$ cat src/rtl/cmd_decoder.sv
// ============================================================================
// cmd_decoder : byte-stream command decoder driving register write/read strobes
// Revision    : 1.0
// ============================================================================
`default_nettype none

module cmd_decoder #(
  parameter int DATA_BYTES     = 4,
  parameter int NUM_REGS       = 16,
  parameter int TIMEOUT_CYCLES = 100000,
  parameter int IDX_W          = (DATA_BYTES > 1) ? $clog2(DATA_BYTES) : 1
) (
  input  logic                clk,
  input  logic                reset,
  input  logic                rx_valid,
  input  logic [7:0]          rx_data,
  output logic [NUM_REGS-1:0] write,
  output logic [NUM_REGS-1:0] write_done,
  output logic [IDX_W-1:0]    write_byte,
  output logic [7:0]          wr_data,
  output logic                read_req,
  output logic [6:0]          read_addr,
  output logic                busy,
  output logic                err
);

  localparam int TMR_W = $clog2(TIMEOUT_CYCLES + 1);
  localparam logic [NUM_REGS-1:0] REG_ONE  = NUM_REGS'(1);
  localparam logic [IDX_W-1:0]    LAST_IDX = IDX_W'(DATA_BYTES - 1);
  localparam logic [TMR_W-1:0]    TMR_LAST = TMR_W'(TIMEOUT_CYCLES - 1);

  typedef enum logic [1:0] {
    IDLE    = 2'd0,
    PAYLOAD = 2'd1,
    DISCARD = 2'd2,
    DONE    = 2'd3
  } state_t;

  state_t             state, state_nxt;
  logic [6:0]         addr, addr_nxt;
  logic [IDX_W-1:0]   byte_idx, byte_idx_nxt;
  logic [TMR_W-1:0]   tmr, tmr_nxt;
  logic [NUM_REGS-1:0] write_nxt, write_done_nxt;
  logic [IDX_W-1:0]   write_byte_nxt;
  logic [7:0]         wr_data_nxt;
  logic               read_req_nxt;
  logic [6:0]         read_addr_nxt;
  logic               err_nxt;
  logic [6:0]         cmd_addr;
  logic               cmd_addr_ok;

  assign cmd_addr    = rx_data[6:0];
  assign cmd_addr_ok = ({1'b0, cmd_addr} < 8'(NUM_REGS));

  always_comb begin
    state_nxt      = state;
    addr_nxt       = addr;
    byte_idx_nxt   = byte_idx;
    tmr_nxt        = tmr;
    write_nxt      = '0;
    write_done_nxt = '0;
    write_byte_nxt = write_byte;
    wr_data_nxt    = wr_data;
    read_req_nxt   = 1'b0;
    read_addr_nxt  = read_addr;
    err_nxt        = 1'b0;

    case (state)
      IDLE, DONE: begin
        if (state == DONE) begin
          write_done_nxt = REG_ONE << addr;
        end
        state_nxt = IDLE;
        // DONE decodes a command byte exactly like IDLE so back-to-back frames lose nothing
        if (rx_valid) begin
          if (rx_data[7]) begin
            addr_nxt     = cmd_addr;
            byte_idx_nxt = '0;
            tmr_nxt      = '0;
            state_nxt    = cmd_addr_ok ? PAYLOAD : DISCARD;
          end else if (cmd_addr_ok) begin
            read_req_nxt  = 1'b1;
            read_addr_nxt = cmd_addr;
          end else begin
            err_nxt = 1'b1;
          end
        end
      end

      PAYLOAD, DISCARD: begin
        if (rx_valid) begin
          tmr_nxt      = '0;
          byte_idx_nxt = byte_idx + 1'b1;
          if (state == PAYLOAD) begin
            write_nxt      = REG_ONE << addr;
            write_byte_nxt = byte_idx;
            wr_data_nxt    = rx_data;
          end
          if (byte_idx == LAST_IDX) begin
            state_nxt = (state == PAYLOAD) ? DONE : IDLE;
            err_nxt   = (state == DISCARD);
          end
        end else if (tmr == TMR_LAST) begin
          // A byte on the expiry cycle takes priority over the timeout
          err_nxt   = 1'b1;
          state_nxt = IDLE;
        end else begin
          tmr_nxt = tmr + 1'b1;
        end
      end

      default: state_nxt = IDLE;
    endcase
  end

  always_ff @(posedge clk) begin
    if (reset) begin
      state      <= IDLE;
      addr       <= '0;
      byte_idx   <= '0;
      tmr        <= '0;
      write      <= '0;
      write_done <= '0;
      write_byte <= '0;
      wr_data    <= '0;
      read_req   <= 1'b0;
      read_addr  <= '0;
      busy       <= 1'b0;
      err        <= 1'b0;
    end else begin
      state      <= state_nxt;
      addr       <= addr_nxt;
      byte_idx   <= byte_idx_nxt;
      tmr        <= tmr_nxt;
      write      <= write_nxt;
      write_done <= write_done_nxt;
      write_byte <= write_byte_nxt;
      wr_data    <= wr_data_nxt;
      read_req   <= read_req_nxt;
      read_addr  <= read_addr_nxt;
      busy       <= (state_nxt != IDLE);
      err        <= err_nxt;
    end
  end

endmodule

`default_nettype wire

$ cat config.mk
export PLATFORM = sky130hd
export DESIGN_NAME = cmd_decoder
export DESIGN_NICKNAME = d
export VERILOG_FILES = /design/src/rtl/cmd_decoder.sv
export SDC_FILE = /design/constraint.sdc
export NUM_CORES = 1
export LEC_CHECK = 0
export CORE_ASPECT_RATIO = 0.8
export CORE_MARGIN = 2
export CORE_UTILIZATION = 45
export DETAILED_ROUTE_END_ITERATION = 8
export HOLD_SLACK_MARGIN = 0.03
export PLACE_DENSITY_LB_ADDON = 0.05
export SLEW_MARGIN = 15
export SYNTH_ARGS = -nofsm -noshare
export SYNTH_HDL_FRONTEND = slang
export SYNTH_SLANG_ARGS = --single-unit
$ cat constraint.sdc
create_clock -name clk -period 1.9 [get_ports clk]
set_input_delay 0.285 -clock clk [delete_from_list [all_inputs] [get_ports clk]]
set_output_delay 0.285 -clock clk [all_outputs]
set_load 0.05 [all_outputs]
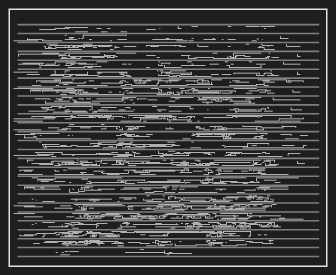
*Met1 routing, run 1*
Supply wires on this layer in gray.
nets with wire on the layer: 409
share of all routed wire: 51%
main direction: horizontal
wire length on this layer: 3,690 um
longest straight run: 26.7 um
Final Routed Wirelength: 7.24 mm
Vias: 2,766
met1 Use GR: 0.329

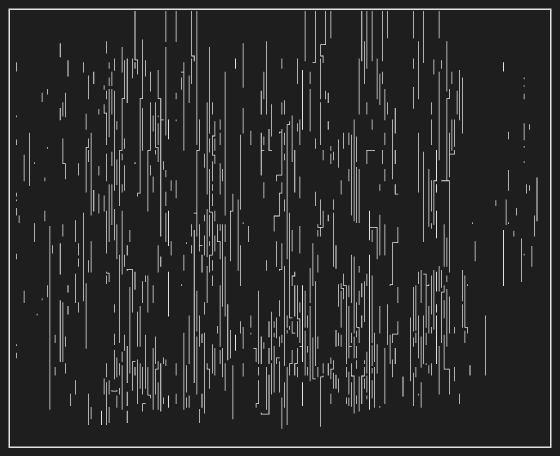
*Signal wires on met2, run 1*
wire length on this layer: 2,900 um
nets with wire on the layer: 361
met2 Use GR: 0.297

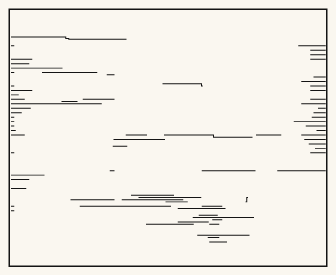
*Metal 3, run 1*
longest straight run: 27.6 um
main direction: horizontal
wire length on this layer: 580 um
met3 Use GR: 0.0583

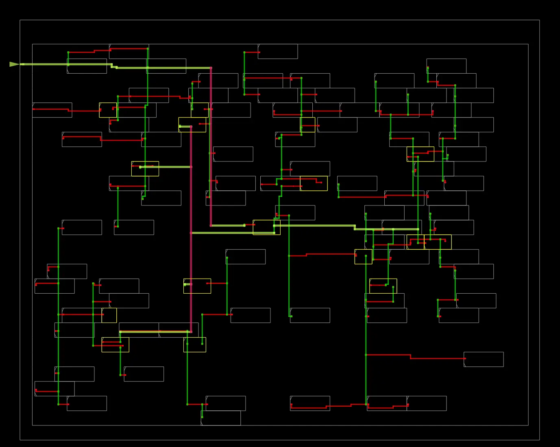
*Clock wiring as the flow saved it, run 1*
Power Clock: 0.00117 W
# clock sinks: 80
registers: 80
clock latency on the worst-skew pair: 0.35 ns

## run 1: flip-flops by register name (all words and copies together), names as in the netlist
signal,cells
state,2
read_addr,7
err,1
tmr,17
write_done,16
byte_idx,2
addr,7
read_req,1
write,16
busy,1
wr_data,8
write_byte,2
## run 1: synthesized netlist by cell type, types with 2 or more instances
library cell and count:
o21ai_0 5, and2_1 2, nand4_1 10, o221ai_1 4
nor3b_1 4, o21a_1 2, dfxtp_1 80, or3_1 5
nor2b_1 4, and4_1 2, nor3_1 6, mux2i_1 5
nand3_1 15, a311oi_1 2, and3_1 3, ha_1 6
a41o_1 2, buf_6 2, o211ai_1 2, a41oi_1 2
nor2_1 48, a31oi_1 5, nand2_1 61, nor4_1 3
inv_1 6, a21oi_1 27, clkbuf_1 7
## run 1: power by group through the flow
stage / combinational (W) / clock, W / sequential, W
finish: 0.000210 / 0.00117 / 0.00170
global route: 0.000233 / 0.00127 / 0.00170
CTS: 0.000208 / 0.00120 / 0.00170
detailed placement: 0.000207 / 0 / 0.00174
global placement: 0.000206 / 0 / 0.00174
floorplan: 0.0000981 / 0 / 0.00175
## run 1: cell families after synthesis
family	count (synthesis)	share of synthesized area
xor+xnor	1	0.00285
flops	80	0.521
simple gates	175	0.282
fa+ha+maj	6	0.0244
buf+inv	19	0.0297
mux	5	0.0163
compound gates	59	0.123
## run 1: worst paths after layout
kind / cells past startpoint / to / start
setup / recovery: 1 / wr_data[5] / wr_data[5]
hold / removal: 2 / wr_data[1] / wr_data[1]
setup reg to reg: 5 / tmr[4] / state[0]
hold reg to reg: 2 / wr_data[1] / wr_data[1]
## run 1: worst register-to-register path: cells and delay by family, from the launching register on
family | cells | cell delay, ns
compound gates | 2 | 0.50
simple gates | 1 | 0.41
fa+ha+maj | 1 | 0.36
flops | 1 | 0.33
buf+inv | 1 | 0.05
==> results.txt, run 1 <==
flow finished, numbers: Crit Path Max Fanout=2, Logic cell area=1400 sq um, FMAX=0.550 GHz, GRT Total Usage=0.216, Clk network pwr share=0.379, yosys stat area=3070 sq um, first-pass GRT wire length=12.5 mm, Final clock-cell share=0.0439, RSZ-0062 raised after global routing=false, Pre-Repair DR Iteration Count=4, Final Hold Fails=0, Post-Syn Area per Cell=8.91 sq um, Area Growth Syn to Fin=37.2%, tool warning count=29, WS Path Type=flip-flop to primary output, slew margin rel.=0.643, yosys warns=0, clk slew on worst S/H paths=0.09 ns, CTS root buf=clkbuf_8, Mapped Area=3070 sq um, final net count=460, multi-input gates=246, Final Total Pwr=0.00308 W, met3 WL=580 um, Commonest Layout Cell=dfxtp_1, setup ws final=0.0809 ns, part of the cycle the worst path needs=0.957, Max-Cap Viols=0, Non-clk bufs=99, worst slew pin tran=0.534 ns, layout cells sized above 1=0.143, flop share of the area=0.380, CP Cell Sequence=clkdlybuf4s50_1, Final Cell Area=4220 sq um, startpoint types=flip-flop, initial antenna violation count=0, CTS tree=built, slowest CP cell=clkdlybuf4s50_1, Worst EP required=1.62 ns, die area=7510 sq um, Post-synth seq share=0.521, fin crit period=1.82 ns, PD cells=730 nW/um^2, Final Util=0.648, Yosys top cell by area=dfxtp_1, met2 wire len=2.90 mm, wl on met1=3.69 mm, HP Class=flip-flop to flip-flop, Core ar.=6510 sq um, DRT iter0 DRCs=188, WP buf/inv=1, Vias/cell=5.20, # fillers=578, fin. max-slew vios=0, global route hottest layer=met1, flop2flop setup slack=0.19 ns, placed cells=516, Post-synth EDFFs=0, status=completed, Seq pwr share=0.552, number of global-route vias before repair=2,550, GRT overflow=0, antenna-violating nets left=0, logic share of the area=0.332, Crit path arrival time=1.53 ns, DP HPWL=5.38 mm, final setup TNS=0 ns, largest net degree at the start of global routing=23, CP peak stage delay=0.82 ns, post-CTS setup buffers=0, I/O pin count=63, VDD IR max=379 uV, cell count listed in synth_stat.txt=345, Net Switching=0.000803 W, RD Place Congestion=0.882, Non-Filler Instances=532, cts hold-fix bufs=0, H-tree Lvls=3, CTS Buf Count=9, dominant register cell=dfxtp_1, # diodes=0, row count=26, Port Buffers=62, TAP cells=84, post-synth cell types=52, CP top delay family=buffers and inverters, Largest cell class=flip-flops and latches, DRC Markers=0, Leakage=1.50 nW, fp_density=0.472, Die W=96.4 um, Critical Path Sink Type=primary output, Sw Ratio=0.261, layout clock buffer count=9, DR top layer=met4, Area leader share=0.521, Pint=0.00227 W, DIE HEIGHT=77.9 um, Post-Syn Nets=362, Clock Path Buffers=2, ys async rst share=0, Area after DPL=4010 sq um, Layout non-clock buf frac=0.213, WL per Instance=13.6 um, Comb power frac=0.068, Hold WS=0.463 ns, count of final setup violators=0, Top cells excl fill/tap=dfxtp_1 (80), clkdlybuf4s50_1 (62), nand2_1 (60), #FFs+latches synth=80, FF/Latch Area=1600 sq um, Worst Clk Skew=0.0119 ns, Post-Synthesis Cells=345, post_cts resized=0, Top area cell types=dfxtp_1 (52%), nand2_1 (7.5%), nor2_1 (5.9%), dpl ws=0.00387 ns, Inverters, non-clock=7
--- run 2 (diff from run 1) ---
- CTS_CLUSTER_DIAMETER: default -> 50
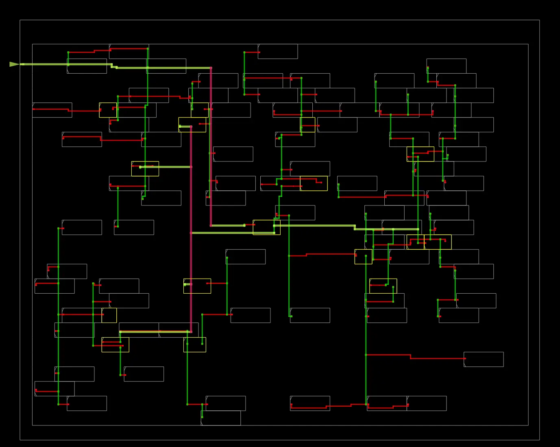
*Clock wiring as the flow saved it, run 2*
CTS Buf Count: 9
layout clock buffer count: 9
Worst Clk Skew: 0.0119 ns

==> results.txt, run 2 <==
flow finished, numbers: status=completed, first-pass GRT wire length=12.5 mm (unchanged), Crit path arrival time=1.53 ns (about the same), Final Util=0.648 (unchanged), leading registers by flop count=tmr x17, write x16, write_done x16, final setup TNS=0 ns (unchanged), Post-Synthesis Cells=345 (unchanged), tool warning count=29 (unchanged), Top reg by flops=tmr, Area after DPL=4010 sq um (unchanged), CP top delay family=buffers and inverters, placed cells=516 (unchanged), clk slew on worst S/H paths=0.09 ns (about the same), Pre-Repair DR Iteration Count=4 (unchanged), Clock Path Buffers=2 (unchanged), layout cells sized above 1=0.143 (unchanged), startpoint types=flip-flop, count of final setup violators=0 (unchanged), worst slew pin tran=0.534 ns (unchanged), slew margin rel.=0.643 (unchanged), number of global-route vias before repair=2,550 (unchanged), H-tree Lvls=3 (unchanged), post-CTS setup buffers=0 (unchanged), Max-Cap Viols=0 (unchanged), RD Place Congestion=0.882 (unchanged), PD cells=730 nW/um^2 (unchanged), GRT overflow=0 (unchanged), clock latency on the worst-skew pair=0.35 ns (about the same), Vias/cell=5.20 (unchanged), yosys stat area=3070 sq um (unchanged), DP HPWL=5.38 mm (unchanged), final net count=460 (unchanged), slowest CP cell=clkdlybuf4s50_1, cts hold-fix bufs=0 (unchanged), CP peak stage delay=0.82 ns (about the same), die area=7510 sq um (unchanged), Non-Filler Instances=532 (unchanged), Die W=96.4 um (unchanged), Critical Path Sink Type=primary output, Post-synth EDFFs=0 (unchanged), fin. max-slew vios=0 (unchanged), # diodes=0 (unchanged), Crit Path Max Fanout=2 (unchanged), DRC Markers=0 (unchanged), CTS tree=built, Commonest Layout Cell=dfxtp_1, largest net degree at the start of global routing=23 (unchanged), yosys warns=0 (unchanged), DIE HEIGHT=77.9 um (unchanged), Final Routed Wirelength=7.24 mm (unchanged), ys async rst share=0 (unchanged), # clock sinks=80 (unchanged), dominant register cell=dfxtp_1, dpl ws=0.00387 ns (unchanged), Area leader share=0.521 (unchanged), Area Growth Syn to Fin=37.2% (unchanged), CTS root buf=clkbuf_8, CP Cell Sequence=clkdlybuf4s50_1, Worst EP required=1.62 ns (about the same), antenna-violating nets left=0 (unchanged), WP buf/inv=1 (unchanged), setup ws final=0.0809 ns (unchanged), Final Total Pwr=0.00308 W (unchanged), HP Class=flip-flop to flip-flop, DRT iter0 DRCs=188 (unchanged), Yosys top cell by area=dfxtp_1, max reg flops=17 (unchanged), Top area cell types=dfxtp_1 (52%), nand2_1 (7.5%), nor2_1 (5.9%), top cells by count=dfxtp_1 (80), nand2_1 (61), nor2_1 (48), Top cells excl fill/tap=dfxtp_1 (80), clkdlybuf4s50_1 (62), nand2_1 (60), #FFs+latches synth=80 (unchanged), Core ar.=6510 sq um (unchanged), Final Hold Fails=0 (unchanged), initial antenna violation count=0 (unchanged), Vias=2,766 (unchanged), Hold WS=0.463 ns (unchanged), count leader, synth=dfxtp_1, Leakage=1.50 nW (unchanged), RSZ-0062 raised after global routing=false, cell count listed in synth_stat.txt=345 (unchanged), VDD IR max=379 uV (unchanged), Post-Syn Area per Cell=8.91 sq um (unchanged), Post-Syn Nets=362 (unchanged), fin crit period=1.82 ns (unchanged), row count=26 (unchanged), Mapped Area=3070 sq um (unchanged), post-synth cell types=52 (unchanged), I/O pin count=63 (unchanged), WS Path Type=flip-flop to primary output, Port Buffers=62 (unchanged), part of the cycle the worst path needs=0.957 (unchanged), Post-synth seq share=0.521 (unchanged), FMAX=0.550 GHz (unchanged), Final Cell Area=4220 sq um (unchanged), fp_density=0.472 (unchanged)
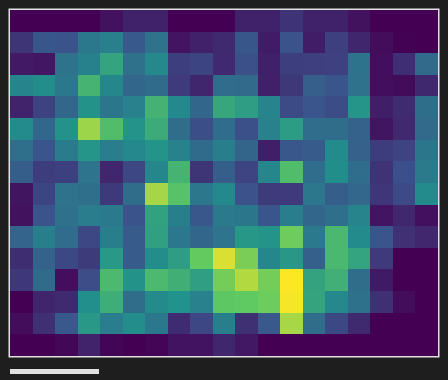
*Routed metal per tile, run 2*
Scale bar: 20 um. 19 x 16 tiles, from dark purple (low) to yellow (high), scaled to the fullest tile. Values are wire area over tile area, all layers added.
nearly empty tiles: 12%
fullest tile: 0.52
tiles over half the peak: 17%
densest ninth of the die: south
mean over tiles: 0.16
WL per Instance: 13.6 um
GRT Total Usage: 0.216

-- run 2: worst paths after layout --
check	startpoint	endpoint	slack, ns	depth (start not counted)
hold / removal	wr_data[1]	wr_data[1]	0.46	2
setup / recovery	wr_data[5]	wr_data[5]	0.08	1
setup reg to reg	state[0]	tmr[4]	0.19	5
hold reg to reg	wr_data[1]	wr_data[1]	0.46	2
-- run 2: timing repair --
item	4_1_cts	5_1_grt
endpoints found under the hold margin	0	0
resized	0	4
endpoints found under the setup margin	0	9
-- run 2: cell families (layout without fill, tap and decap cells) --
| family | count (synthesis) | count (layout) | share of synthesized area |
|---|---|---|---|
| mux | 5 | 5 | 0.0163 |
| fa+ha+maj | 6 | 6 | 0.0244 |
| compound gates | 59 | 59 | 0.123 |
| buf+inv | 19 | 122 | 0.0297 |
| xor+xnor | 1 | 1 | 0.00285 |
| flops | 80 | 80 | 0.521 |
| simple gates | 175 | 175 | 0.282 |
-- run 2: per-layer routing --
metal	up-vias	GRT usage	share of wire
li1	1409	-	-
met1	1247	0.329	0.51
met2	103	0.297	0.40
met3	7	0.0583	0.080
met4	0	0.0648	0.0093
met5	-	0	0
-- run 2: area by class of cell --
cell class	instances	area (sq um)
flip-flops and latches	80	1600
repair buffers	99	898
inverters	7	26.3
multi-input cells	246	1400
well taps	84	105
clock buffers	9	124
fillers	578	2290
clock inverters	7	61.3
-- run 2: where the power goes --
group / switching, W / internal (W)
Clock: 0.000668 / 0.000499
Sequential: 0.00000956 / 0.00169
Combinational: 0.000125 / 0.0000853
Total: 0.000803 / 0.00227
-- run 2: worst reg2reg max path: cells and delay by family, from the launching register on --
family | cells | cell delay [ns]
flops | 1 | 0.33
fa+ha+maj | 1 | 0.36
compound gates | 2 | 0.50
simple gates | 1 | 0.41
buf+inv | 1 | 0.05
Power is estimated from default activity; no workload was simulated.
